**Cell classes on the final placement**

Bar = 20 um. Fill, decap, tap and diode cells in grey.
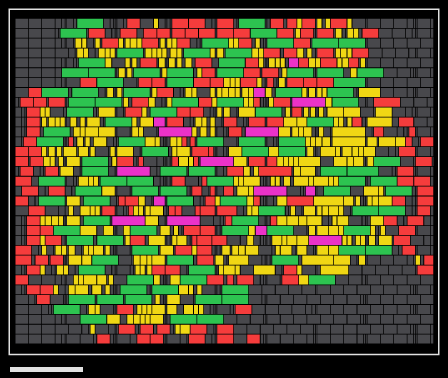
**Wiring by layer**

Bar = 20 um.
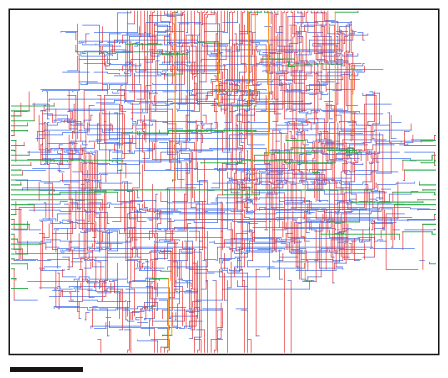
**Met4 routing**

Bar = 20 um.
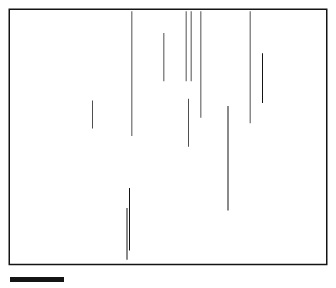
**Cell placement**

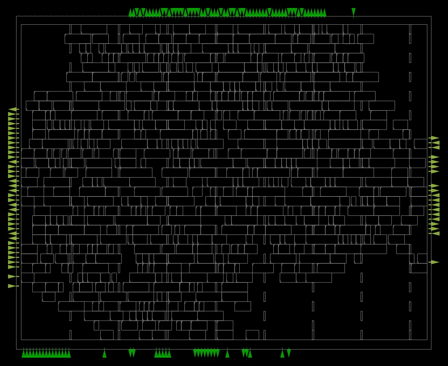
==> config.mk <==
export PLATFORM = sky130hd
export DESIGN_NAME = mem_access_ctrl
export DESIGN_NICKNAME = d
export VERILOG_FILES = /design/src/rtl/mem_access_ctrl.sv
export SDC_FILE = /design/constraint.sdc
export NUM_CORES = 1
export LEC_CHECK = 0
export ABC_CLOCK_PERIOD_IN_PS = 1800
export CORE_ASPECT_RATIO = 0.8
export CORE_UTILIZATION = 40
export CTS_CLUSTER_DIAMETER = 100
export CTS_CLUSTER_SIZE = 30
export DETAILED_ROUTE_END_ITERATION = 10
export GPL_TIMING_DRIVEN = 0
export HOLD_SLACK_MARGIN = 0.05
export PLACE_DENSITY = 0.83
export SKIP_CTS_REPAIR_TIMING = 1
export SYNTH_ARGS = -nofsm -noshare
export SYNTH_HDL_FRONTEND = slang
export SYNTH_SLANG_ARGS = --single-unit
==> constraint.sdc <==
create_clock -name clk -period 1.8 [get_ports clk]
set_input_delay 0.36 -clock clk [delete_from_list [all_inputs] [get_ports clk]]
set_output_delay 0.36 -clock clk [all_outputs]
set_load 0.05 [all_outputs]
==> Slide: Implementation Results <==
Physical Implementation Snapshot

Place
  • Placed cell areas: just under 0.006 mm^2
  • Placed Instances: between 700 and 800
  • Port Buffers: 135
  • Hpwl dp: ~9500 um
  • Placer Congestion: ~0.81

Setup path
  • Largest stage delay, worst path: approximately 0.52 ns
  • CP max FO: 5
  • Register-to-register setup slack: 0 ns
  • CP Capture Type: flop
  • Worst path slowest cell: clkdlybuf4s50_1
  • Crit path arrival time: between 2 and 2.5 ns
  • Worst setup SP type: input pin
  • Crit Path Class: input pin to flop
  • Delay-heaviest family, CP: buffers and inverters
  • WP depth: 7
  • Critical path buffers and inverters: 2
  • Reg2Reg Depth: 8
  • Worst path required time: 2.01 ns

Pwr
  • Maximum VDD drop: around 0.00086 V
  • Leakage: roughly 3.5 nW
  • Power density cells: between 1500 and 2000 mW/mm^2

Clocking
  • CTS HTree Levels: 3
  • CTS tree: built
  • Num CTS Buffers: 9
  • Clock Tree Buf Depth: 2
  • CTS root buffer: clkbuf_16

Synth
  • Mean Syn Cell Area: around 8.5 um^2
  • Dominant cell area share: between 40% and 50%
  • Dominant flop cell: dfxtp_1
  • Post-synth ARST share: 0%
  • Cells after Synth: approximately 510
  • Synth flops: around 110
  • Chip Area, Yosys: around 0.0043 mm^2
  • Nets in the synthesized netlist: approximately 600
  • Register share after synthesis: 48.8%
  • Top-count cell post-synth: nand2_1
  • Synth area leaders: dfxtp_1 49%, nand2_1 11%, a21oi_1 7.3%, mux2i_1 7.0%, a211oi_1 5.8%
  • Post-synth EDFFs: 0
  • Synth Cell Area: approximately 0.0043 mm^2
  • Yosys cell count: between 500 and 600
  • Top cells by count: 129 x nand2_1, 105 x dfxtp_1, 63 x a21oi_1, 42 x nor2_1, 33 x a211oi_1
  • Yosys Warn Count: 0
  • Post-synth cell types: between 40 and 50
  • Dominant cell type by area after synthesis: dfxtp_1

STA
  • Post-Route Skew: roughly 0.0068 ns
  • Final Max Tran Viols: 0
  • Period utilisation layout: 101%
  • Setup WS post-layout: -0.0266 ns
  • Tightest Pin Transition: ~0.72 ns
  • FMAX: 547 MHz
  • Slew headroom: around 52%
  • Final setup violation count: 1

Finish
  • Clock-cell share of area: roughly 4.2%
  • Non-clock buffer count: ~180
  • Registers: 105
  • Top cell category: combinational gates
  • Fin cells: between 800 and 900
  • Clkbuf count: 9
  • Flip-flop and latch area: 0.00211 mm^2
  • Comb area share: between 30% and 40%
  • Non-Clock Inverter Count: 8
  • Largest register FFs: 32
  • Final-layout non-clock buffer area share: approximately 28%
  • Area Growth Syn to Fin: 53.1%
  • Layout cells sized above 1: roughly an eighth
  • Antenna Cells: 0
  • Number of logic gates: 357
  • NumNets Final: between 700 and 800
  • Multi-input logic area: about 0.0021 mm^2

Floorplanning
  • Tapcells: 140
  • Fp_density: between 40% and 50%
  • Top Ports: around 150
  • Die Wd: approximately 120 um
  • Die ar.: between 0.01 and 0.015 mm^2
  • Die height: ~95 um

Detailed routing
  • Vias per Instance: around 5.2
  • DRC errors left: 0
  • Drt pass-1 iters: 4

GRT
  • Initial antenna violation count: 0
  • Grt total ovfl: 0
  • First-pass GRT wire length: slightly below 20000 um
  • Largest net degree at the start of global routing: 19
  • Vias in the first global route: 3951

Worst hold path
  • Hold path cells: 3
  • Tightest Hold Check Type: input pin to flop

Outcome
  • Violated checks: setup timing
  • Status: complete, but fails checks
About 'cell classes on the final placement':
colour	class	cells	share of their area
yellow	all other logic	365	34%
red	other buffers and delay cells	180	29%
green	flops	105	33%
magenta	clock drivers and dummy loads	15	4.3%
Final Core Density: 63.6%
post-route cell area: 0.00659 mm^2

About 'wiring by layer':
colour	layer	wire length
blue	met1	5820 um
orange	met4	324 um
green	met3	792 um
red	met2	6650 um
vias: 4174
total track usage: 22.1%
DR WL/cell: 16.9 um

About 'met4 routing':
share of all routed wire	2.4%
longest straight run	46.2 um
wire length on this layer	324 um
DRT Wirelength: 13600 um

About 'cell placement':
number of cell rows: 33
flop share of the area: 32.0%
number of fill cells in the layout: 822
total core area: 0.0104 mm^2

-- power by group --
| group | internal [mW] | switching [mW] |
|---|---|---|
| logic | 2.45 | 3.74 |
| registers | 2.94 | 0.352 |
| clock network | 0.948 | 0.901 |
-- cell families after synthesis --
| group | after synthesis | synth area share, % |
|---|---|---|
| AND/OR/NAND/NOR | 193 | 18.9 |
| other | 1 | 0.0871 |
| adder cells (fa/ha/maj) | 7 | 2.03 |
| flip-flops | 105 | 48.8 |
| AND-OR/OR-AND | 119 | 17.0 |
| multiplexers | 31 | 7.23 |
| buffers and inverters | 45 | 4.71 |
| XOR/XNOR | 6 | 1.22 |
-- layout by cell type, fill, tap and decap left out, types with 10 or more instances in the layout --
| master | instances |
|---|---|
| nor2_1 | 42 |
| dfxtp_1 | 103 |
| clkbuf_16 | 10 |
| a211oi_1 | 26 |
| a21oi_1 | 63 |
| dlymetal6s2s_1 | 71 |
| nand2_1 | 129 |
| mux2i_1 | 29 |
| clkdlybuf4s50_1 | 63 |
-- metrics by stage --
| step | setup TNS (ns) | hold slack, ns |
|---|---|---|
| 2_1_floorplan | 0 | 0.436 |
| 4_1_cts | -25.44 | 0.327 |
| 3_5_place_dp | -29.21 | 0.446 |
| 5_1_grt | -0.153 | 0.384 |
| 6_report | -0.0266 | 0.371 |
| 3_3_place_gp | -24.16 | 0.441 |
-- layer usage --
layer  track usage (%)  vias up  routed length (um)
met4              8.01        0                 323
met3              5.07       25                 792
met5                 0        -                   0
li1                  -     2029                   -
met1              27.7     1978                5820
met2              37.4      142                6650
-- tightest hold or removal path, stage by stage --
cell and delay (ns):
buf_2 0.17, nand2_1 0.08, a21oi_1 0.06
Power and IR drop assume default switching activity.
